`src/rtl/regfile_wb_arbiter.sv`:
```
// Two-port writeback arbiter for the register file's single write port.
// Emits a clean one-cycle Write pulse and holds address/data stable around it.
module regfile_wb_arbiter #(
  parameter int HOLD_CYCLES = 1,
  parameter bit RR_ENABLE   = 1'b1
) (
  input  logic        Clk,
  input  logic        Reset_n,
  input  logic        Req0_Valid,
  input  logic [4:0]  Req0_Addr,
  input  logic [31:0] Req0_Data,
  output logic        Req0_Ready,
  input  logic        Req1_Valid,
  input  logic [4:0]  Req1_Addr,
  input  logic [31:0] Req1_Data,
  output logic        Req1_Ready,
  output logic [4:0]  C_Address,
  output logic [31:0] C_Data,
  output logic        Write,
  output logic        Busy,
  output logic [31:0] Pending_Mask,
  output logic        Dropped
);

  typedef enum logic [1:0] {
    ST_IDLE  = 2'd0,
    ST_ISSUE = 2'd1,
    ST_HOLD  = 2'd2
  } state_e;

  localparam logic [1:0] HOLD_LAST = 2'(HOLD_CYCLES - 1);

  state_e      state_q;
  logic [1:0]  hold_cnt_q;
  logic        rr_last_q;
  logic [4:0]  c_addr_q;
  logic [31:0] c_data_q;
  logic        write_q;
  logic        busy_q;
  logic [31:0] pend_q;
  logic        dropped_q;

  logic        gnt0_s;
  logic        gnt1_s;
  logic        accept_s;
  logic [4:0]  acc_addr_s;
  logic [31:0] acc_data_s;

  // Grant selection; rr_last_q records the port granted most recently.
  always_comb begin
    gnt0_s = 1'b0;
    gnt1_s = 1'b0;
    if (Reset_n && (state_q == ST_IDLE)) begin
      if (Req0_Valid && Req1_Valid) begin
        if (RR_ENABLE && (rr_last_q == 1'b0)) begin
          gnt1_s = 1'b1;
        end else begin
          gnt0_s = 1'b1;
        end
      end else begin
        gnt0_s = Req0_Valid;
        gnt1_s = Req1_Valid;
      end
    end else begin
      gnt0_s = 1'b0;
      gnt1_s = 1'b0;
    end
  end

  assign accept_s   = gnt0_s | gnt1_s;
  assign acc_addr_s = gnt1_s ? Req1_Addr : Req0_Addr;
  assign acc_data_s = gnt1_s ? Req1_Data : Req0_Data;

  // Writeback FSM with registered strobe, address, data and status outputs.
  always_ff @(posedge Clk or negedge Reset_n) begin
    if (!Reset_n) begin
      state_q    <= ST_IDLE;
      hold_cnt_q <= 2'd0;
      rr_last_q  <= 1'b1;
      c_addr_q   <= 5'd0;
      c_data_q   <= 32'd0;
      write_q    <= 1'b0;
      busy_q     <= 1'b0;
      pend_q     <= 32'd0;
      dropped_q  <= 1'b0;
    end else begin
      dropped_q <= 1'b0;
      case (state_q)
        ST_IDLE: begin
          if (accept_s) begin
            rr_last_q <= gnt1_s;
            if (acc_addr_s != 5'd0) begin
              state_q  <= ST_ISSUE;
              c_addr_q <= acc_addr_s;
              c_data_q <= acc_data_s;
              write_q  <= 1'b1;
              busy_q   <= 1'b1;
              pend_q   <= 32'd1 << acc_addr_s;
            end else begin
              dropped_q <= 1'b1;
            end
          end else begin
            state_q <= ST_IDLE;
          end
        end
        ST_ISSUE: begin
          write_q    <= 1'b0;
          state_q    <= ST_HOLD;
          hold_cnt_q <= HOLD_LAST;
        end
        ST_HOLD: begin
          if (hold_cnt_q == 2'd0) begin
            state_q <= ST_IDLE;
            busy_q  <= 1'b0;
            pend_q  <= 32'd0;
          end else begin
            hold_cnt_q <= hold_cnt_q - 2'd1;
          end
        end
        default: begin
          state_q <= ST_IDLE;
          write_q <= 1'b0;
          busy_q  <= 1'b0;
          pend_q  <= 32'd0;
        end
      endcase
    end
  end

  assign Req0_Ready   = gnt0_s;
  assign Req1_Ready   = gnt1_s;
  assign C_Address    = c_addr_q;
  assign C_Data       = c_data_q;
  assign Write        = write_q;
  assign Busy         = busy_q;
  assign Pending_Mask = pend_q;
  assign Dropped      = dropped_q;

endmodule

```
`config.mk`:
```
export PLATFORM = sky130hd
export DESIGN_NAME = regfile_wb_arbiter
export DESIGN_NICKNAME = d
export VERILOG_FILES = /design/src/rtl/regfile_wb_arbiter.sv
export SDC_FILE = /design/constraint.sdc
export NUM_CORES = 1
export LEC_CHECK = 0
export CORE_MARGIN = 10
export CORE_UTILIZATION = 47
export CTS_CLUSTER_SIZE = 16
export DETAILED_ROUTE_END_ITERATION = 10
export GPL_TIMING_DRIVEN = 0
export PLACE_DENSITY = 0.83
export SYNTH_ARGS = -nofsm -noshare
export SYNTH_HDL_FRONTEND = slang
export SYNTH_SLANG_ARGS = --single-unit
```
`constraint.sdc`:
```
create_clock -name Clk -period 5.3 [get_ports Clk]
set_input_delay 0.53 -clock Clk [delete_from_list [all_inputs] [get_ports Clk]]
set_output_delay 0.53 -clock Clk [all_outputs]
set_load 0.01 [all_outputs]
```
Fig. 1: run 1, M1 wires
The bar under the picture is 20 um long. Supply wires on this layer in gray.
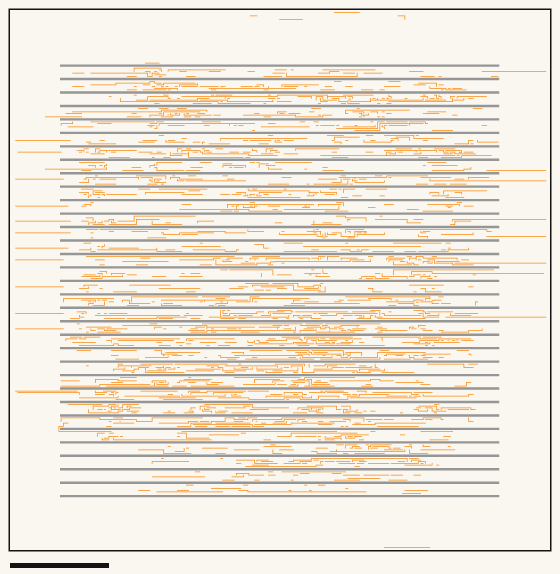
wire length on this layer	4890 um
longest straight run	31.3 um
share of all routed wire	40%

Fig. 2: run 1, the metal 2 layer
The bar under the picture is 20 um long.
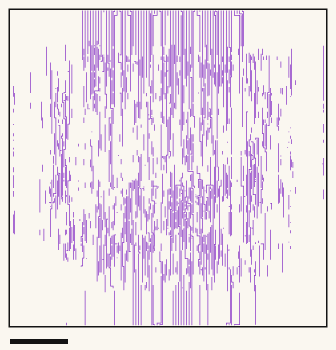
share of all routed wire	50%
main direction	vertical

==> Slide: Implementation Results, run 1 <==
Run Summary

Status
  – Status: finished clean

Layout
  – Inverters, non-clock: 9
  – Fillers: between 600 and 700
  – Register area: between 1500 and 2000 sq um
  – Logic share of the area: 0.291
  – Commonest Layout Cell: clkdlybuf4s50_1
  – Clock-cell share of area: 0.0345
  – Synth-to-layout area growth: 48.6%
  – Post-Route Utilization: 0.718
  – Gate Area: 1610 sq um
  – Number of diodes: 0
  – Non-clk buf share: 0.299
  – Layout Cells excl Fill: about 690
  – Sequential share of cell area: 0.347
  – Commonest non-fill, non-tap cells in the layout: clkdlybuf4s50_1 (146), nand2_1 (104), dfrtp_1 (76)
  – CLK BUF: 10

Power
  – P_leak: between 2 and 2.5 nW
  – Clock-net power: between 400 and 500 uW
  – Combinational share of power: 0.333
  – Power density over the cells: between 300 and 400 nW/um^2
  – Seq power: about 740 uW
  – Net Sw Frac: 0.315
  – Comb pwr: ~590 uW

Clock network
  – Clk ins delay skew pair: between 300 and 400 ps
  – Root Buffer: clkbuf_8
  – CTS clk-pin slew, worst paths: roughly 80 ps
  – Hold-fix buffers, CTS: 0
  – Clock Path Buffers: 2
  – H-tree levels: 3
  – PostCTS Resize Cnt: 0
  – TritonCTS clock tree: built
  – Total CTS buffers: 9

Final timing
  – Setup TNS: 0 ps
  – Fin Hold WS: about 110 ps
  – Slew Limit Fails: 0
  – Final hold vios: 0
  – Fin crit period: 3800 ps
  – Worst Slack Setup Final: approximately 1500 ps
  – Slew @ Worst Pin: between 500 and 600 ps
  – Setup violations, final: 0

Worst setup path
  – Critical Setup Path Class: in -> out
  – WP data arrival: 3270 ps
  – CP startpoint kind: input port
  – Reg2reg setup slack: 2870 ps
  – Critical-path top delay cell: clkdlybuf4s50_1

Floorplanning
  – Starting density of the core: 0.483
  – Tap cell count: approximately 100
  – Core area: 7730 sq um
  – IO Count: 152
  – Die width: 109 um

Placed design
  – Placed cells: ~680
  – I/O Buffers: 147
  – Area after DPL: about 5400 sq um
  – Post-DP HPWL: 9640 um

Global route
  – Top Usage Layer GRT: met2
  – All-layer global routing usage: 0.202
  – First-pass GRT wire length: approximately 19000 um
  – Grt ovf: 0
  – Grt met2 use: 0.347
  – Routing usage on met1: 0.240

Detailed routing
  – Final WL: around 12000 um
  – Avg WL per Cell: approximately 18 um
  – Via count: between 3000 and 4000
  – Number of routed nets with antenna violations: 0
  – Top layer in use: met4

Synth
  – Distinct cells, synth: ~50
  – Dominant flop cell: dfrtp_1
  – Number of enable flip-flop cells: 0
  – Adder Area Share: 0.00335
  – Yosys Warn Count: 0
  – Top cell area share: 0.509
  – Cell count after synthesis: about 430
  – Xor/xnor share: 0
  – Synthesized Nets: between 500 and 600
  – Sequential share of the synthesized area: 0.516
  – Comb area leader: simple AND/OR/NAND/NOR gates
  – Most frequent cell after synthesis: nand2_1
  – Biggest area cells: dfrtp_1 (51%), nand2_1 (10%), a31oi_1 (6.4%)

Job
  – Max Cap Violations: 0

Worst hold path
  – Hold Crit Class: in -> async
Fig. 3: run 1, met3 routing
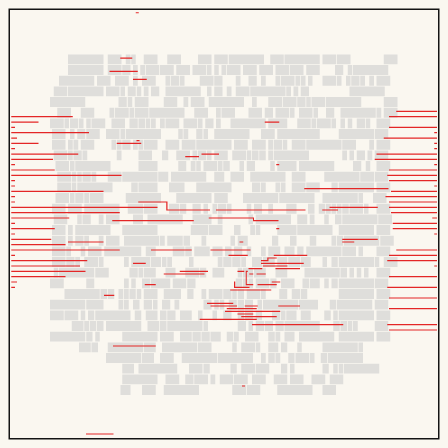
share of all routed wire	8.6%
nets with wire on the layer	103
main direction	horizontal
longest straight run	37.0 um
wire length on this layer	1060 um

Fig. 4: run 1, congestion heat map
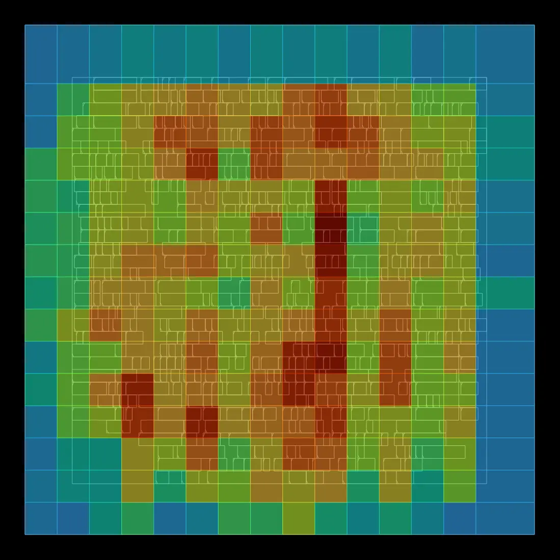

## Run 2: what changed since run 1
--- a/config.mk
+++ b/config.mk
@@ -6,11 +6,11 @@
 export NUM_CORES = 1
 export LEC_CHECK = 0
 export CORE_MARGIN = 10
-export CORE_UTILIZATION = 47
+export CORE_UTILIZATION = 39
 export CTS_CLUSTER_SIZE = 16
 export DETAILED_ROUTE_END_ITERATION = 10
 export GPL_TIMING_DRIVEN = 0
-export PLACE_DENSITY = 0.83
+export PLACE_DENSITY = 0.74
 export SYNTH_ARGS = -nofsm -noshare
 export SYNTH_HDL_FRONTEND = slang
 export SYNTH_SLANG_ARGS = --single-unit
==> constraint.sdc (replaced) <==
create_clock -name Clk -period 3.3 [get_ports Clk]
set_input_delay 0.33 -clock Clk [delete_from_list [all_inputs] [get_ports Clk]]
set_output_delay 0.33 -clock Clk [all_outputs]
set_load 0.01 [all_outputs]
Fig. 5: run 2, congestion heat map
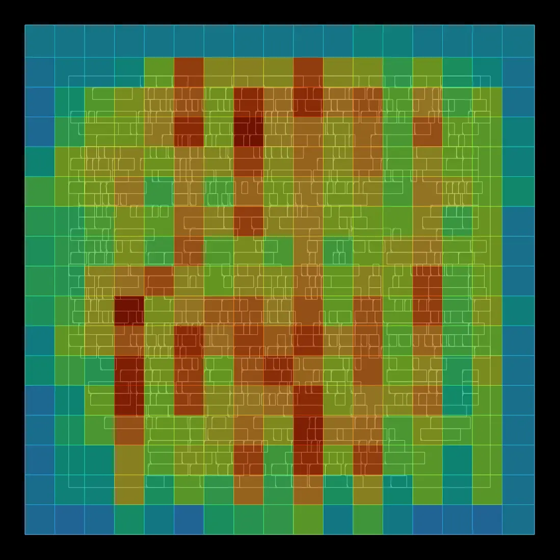
Post-Route Utilization: 0.611
grt met2 use: 0.303
all-layer global routing usage: 0.178
routing usage on met1: 0.208

==> run 2 against run 1 <==
Effect of this change: first-iteration DRC count grew 8.3%; global-route usage decreased by 2.4 points; largest power group unchanged; combinational power up 62%; largest cell class unchanged; critical path type unchanged; sequential share of layout area decreased by 0.71 points.
==> Slide: Implementation Results, run 2 <==
Run Summary

Layout
  – Seq cells: approximately 77
  – Synth-to-layout area growth: 51.7%
  – Top cell category: registers
  – CLK BUF: 11
  – Nets@finish: roughly 670
  – Gate Area: ~1600 sq um
  – Number of diodes: 0
  – Share of cells above drive strength 1: 0.0689
  – Logic share of the area: 0.285
  – Commonest non-fill, non-tap cells in the layout: clkdlybuf4s50_1 (146), nand2_1 (104), dfrtp_1 (76)
  – #MultiIn Comb: between 300 and 400
  – Sequential share of cell area: 0.340
  – Clock-cell share of area: 0.0362
  – Inverters, non-clock: 9
  – Final instance area: ~5700 sq um
  – Layout Cells excl Fill: ~720
  – Non-clk buf share: 0.304
  – Commonest Layout Cell: clkdlybuf4s50_1
  – Register area: around 1900 sq um
  – Fillers: ~840
  – Non-clk bufs: ~180

Clock network
  – CTS Sinks: 77
  – Postcts setup bufs: 0
  – Root Buffer: clkbuf_8
  – Clk ins delay skew pair: ~350 ps
  – CTS clk-pin slew, worst paths: about 70 ps
  – Hold-fix buffers, CTS: 4
  – TritonCTS clock tree: built
  – Clock Path Buffers: 2
  – PostCTS Resize Cnt: 2
  – H-tree levels: 3
  – Total CTS buffers: 9

Worst setup path
  – CP peak stage delay: approximately 580 ps
  – Worst flop-to-flop path startpoint: state_q[0]$_DFFE_PN0P_
  – Crit path from: Req1_Valid
  – Required @ worst endpoint: slightly below 3000 ps
  – CP bufs+invs: 6
  – CP endpoint: Req1_Ready
  – Setup crit end kind: output port
  – Crit path depth: 8
  – R2R cell count: 5
  – Worst path cell trace: clkdlybuf4s50_1 > and2_1 > clkbuf_1 > nand3_2 > inv_2 > buf_2 > buf_2 > clkdlybuf4s50_1
  – Critical Setup Path Class: in -> out
  – Critical-path top delay cell: clkdlybuf4s50_1
  – Family with the most delay on the worst path: buffers and inverters
  – CP startpoint kind: input port
  – WP data arrival: between 2000 and 3000 ps
  – Reg2reg setup slack: 900 ps
  – FF-to-FF End: Pending_Mask[2]$_DFFE_PN0P_

Synth
  – Number of cells in Yosys stat: ~430
  – Synthesized Nets: between 500 and 600
  – Yosys Warn Count: 0
  – Post-synthesis cell area: about 3700 sq um
  – Synthesis area per yosys: 3740 sq um
  – Xor/xnor share: 0
  – Post-synth mux share: 0.0164
  – Flops after synth: slightly below 80
  – Top cells by count: nand2_1 (104), dfrtp_1 (76), nor2_1 (49)
  – AND/OR/NAND/NOR Cells, Area Fraction: 0.229
  – Distinct cells, synth: ~50
  – Dominant flop cell: dfrtp_1
  – Biggest area cells: dfrtp_1 (51%), nand2_1 (10%), a31oi_1 (6.4%)
  – Cell count after synthesis: between 400 and 500
  – Top cell area share: 0.509
  – Synthesized area per cell: between 8 and 9 sq um
  – Area leader, netlist: dfrtp_1
  – Adder Area Share: 0.00335
  – Synth async-reset ratio: 1.00
  – Comb area leader: simple AND/OR/NAND/NOR gates
  – Most frequent cell after synthesis: nand2_1
  – Number of enable flip-flop cells: 0
  – Sequential share of the synthesized area: 0.516
  – AO/OA Area Share: 0.183

Detailed routing
  – Routed vias/inst: a little over 5
  – Routed met1 length: 5200 um
  – Final WL: 12700 um
  – First-pass DRT Iterations: 5
  – # DRC: 0
  – Via count: 3722
  – DRT iter0 DRCs: roughly 260
  – Top layer in use: met4
  – Avg WL per Cell: ~18 um
  – Number of routed nets with antenna violations: 0
  – Routed wl met2: between 6000 and 7000 um
  – Met3 WL post-DR: between 900 and 1000 um

Power
  – P_leak: roughly 2.4 nW
  – Main power group: sequential cells
  – Power density over the cells: about 510 nW/um^2
  – Peak supply drop: ~0.24 mV
  – Seq power: approximately 1.2 mW
  – Comb pwr: roughly 950 uW
  – Pwr Total: 2.90 mW
  – Net switching power: about 900 uW
  – Reg power frac: 0.409
  – Net Sw Frac: 0.305
  – Clock-net power: roughly 760 uW
  – Clock Power Share: 0.263
  – Combinational share of power: 0.327

Placed design
  – Dpl ws: -182 ps
  – Area after DPL: between 5000 and 6000 sq um
  – I/O Buffers: roughly 150
  – Placed cells: a little over 700
  – GP Congestion: between 0.8 and 0.9
  – Post-DP HPWL: 9790 um

Global route
  – Grt ovf: 0
  – Antenna violations before repair: 0
  – Top Usage Layer GRT: met2
  – Vias in the first global route: 3722
  – First-pass GRT wire length: 20200 um
  – Pin count of the biggest net entering global routing: ~40
  – M3 GR Usage: 0.0547

Final timing
  – Clk_skew: between 8 and 9 ps
  – FMAX: 321 MHz
  – Fin crit period: 3110 ps
  – Setup TNS: 0 ps
  – Setup violations, final: 0
  – Cycle use final: 0.943
  – Slew Limit Headroom: 0.603
  – Final hold vios: 0
  – Worst Slack Setup Final: around 190 ps
  – RSZ-0062 raised after global routing: false
  – Slew Limit Fails: 0
  – Fin Hold WS: approximately 19 ps
  – Slew @ Worst Pin: between 500 and 600 ps

Floorplanning
  – Starting density of the core: 0.402
  – Tap cell count: 129
  – Core area: about 9300 sq um
  – Die ar.: about 14000 sq um
  – IO Count: ~150
  – Die width: about 120 um
  – # rows: 35
  – Die H: 118 um

Worst hold path
  – Hold Crit Class: in -> async

Status
  – Status: finished clean

Job
  – Max Cap Violations: 0
  – Tally of OpenROAD warnings: 26
Fig. 6: run 2, signal wires on met4
The bar under the picture is 20 um long. Supply wires on this layer in gray.
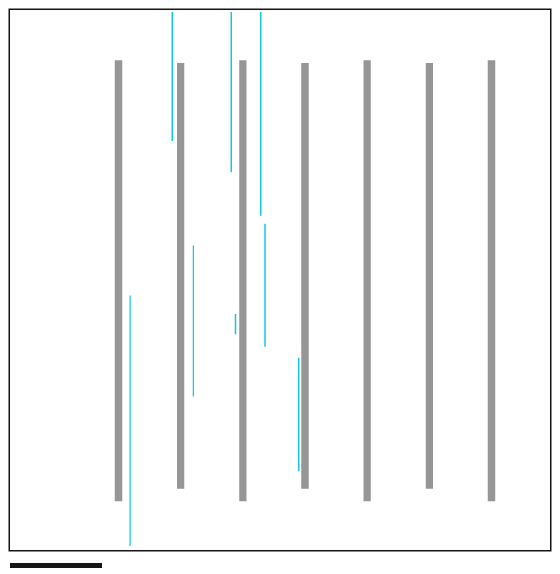
share of all routed wire	2.0%
longest straight run	54.4 um
wire length on this layer	249 um

Fig. 7: run 2, the metal 2 layer
The bar under the picture is 20 um long.
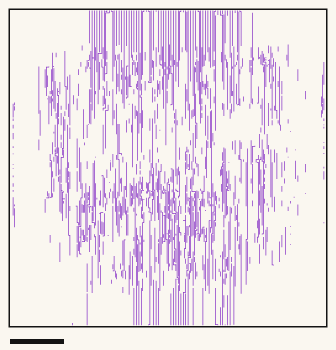

## Run 3: what changed since run 2
--- a/config.mk
+++ b/config.mk
@@ -11,6 +11,7 @@
 export DETAILED_ROUTE_END_ITERATION = 10
 export GPL_TIMING_DRIVEN = 0
 export PLACE_DENSITY = 0.74
+export SETUP_SLACK_MARGIN = 0.4
 export SYNTH_ARGS = -nofsm -noshare
 export SYNTH_HDL_FRONTEND = slang
 export SYNTH_SLANG_ARGS = --single-unit
Fig. 8: run 3, the metal 2 layer
The bar under the picture is 20 um long.
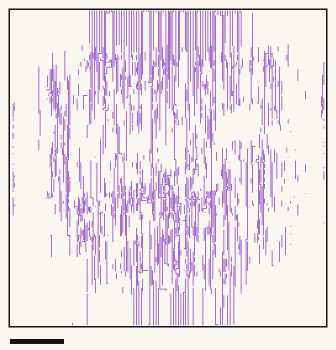
wire length on this layer	6340 um
longest straight run	50.1 um
share of all routed wire	50%
nets with wire on the layer	556
main direction	vertical

==> run 3 against run 2 <==
Effect of this change: non-clock buffer count stayed put; clock-buffer cell count stayed put; synthesized cell count stayed put; die area stayed put; critical path type unchanged; highest routed layer unchanged.
==> Slide: Implementation Results, run 3 <==
Run Summary

Worst setup path
  – Crit path depth: 8
  – Worst path cell trace: clkdlybuf4s50_1 > and2_1 > clkbuf_2 > nand3_4 > inv_4 > clkbuf_4 > buf_4 > clkdlybuf4s50_1
  – CP endpoint: Req1_Ready
  – Worst flop-to-flop path startpoint: state_q[0]$_DFFE_PN0P_

Synth
  – Synthesis area per yosys: ~3700 sq um
  – Most frequent cell after synthesis: nand2_1
  – Distinct cells, synth: ~50
  – Adder Area Share: 0.00335
  – Synth async-reset ratio: 1.00
  – AO/OA Area Share: 0.183
  – Flops after synth: roughly 77
  – Dominant flop cell: dfrtp_1
  – Synthesized Nets: 507
  – Cell count after synthesis: between 400 and 500

Power
  – Main power group: sequential cells
  – Net switching power: between 800 and 900 uW
  – Pwr Total: 2.91 mW
  – Clock-net power: around 770 uW
  – Comb pwr: 961 uW
  – Seq power: between 1 and 1.5 mW
  – Clock Power Share: 0.263
  – Peak supply drop: roughly 0.24 mV
  – Reg power frac: 0.408

Detailed routing
  – # DRC: 0
  – First-pass DRT Iterations: 5
  – Routed wl met2: ~6300 um
  – Final WL: between 10000 and 15000 um
  – Met3 WL post-DR: between 900 and 1000 um
  – Number of routed nets with antenna violations: 0
  – Top layer in use: met4

Layout
  – Sequential share of cell area: 0.337
  – Inverters, non-clock: 9
  – Layout Cells excl Fill: 724
  – Synth-to-layout area growth: 53.0%
  – Commonest Layout Cell: clkdlybuf4s50_1
  – Fillers: between 800 and 900
  – Gate Area: ~1600 sq um
  – Nets@finish: around 670
  – Register area: around 1900 sq um
  – Top cell category: registers
  – CLK BUF: 11

Floorplanning
  – Die H: between 100 and 150 um
  – Die ar.: about 14000 sq um
  – Core area: 9280 sq um
  – # rows: 35
  – Tap cell count: ~130
  – Starting density of the core: 0.402
  – IO Count: approximately 150

Global route
  – Antenna violations before repair: 0
  – M3 GR Usage: 0.0528
  – Grt ovf: 0
  – All-layer global routing usage: 0.180
  – Grt met2 use: 0.306

Final timing
  – RSZ-0062 raised after global routing: false
  – Worst Slack Setup Final: 531 ps
  – Slew Limit Fails: 0
  – Fin Hold WS: ~2.3 ps

Status
  – Status: finished clean

Worst hold path
  – Hold Crit Class: in -> async

Clock network
  – Total CTS buffers: 9
  – TritonCTS clock tree: built
  – CTS clk-pin slew, worst paths: around 80 ps
  – Clk ins delay skew pair: 350 ps

Placed design
  – Dpl ws: -182 ps
Fig. 9: run 3, signal wires on met4
The bar under the picture is 20 um long. Supply wires on this layer in gray.
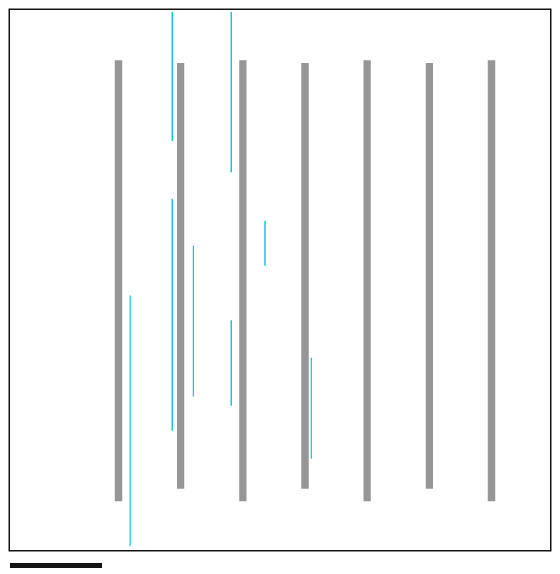
longest straight run	54.4 um
main direction	vertical

Power and IR drop assume default switching activity.
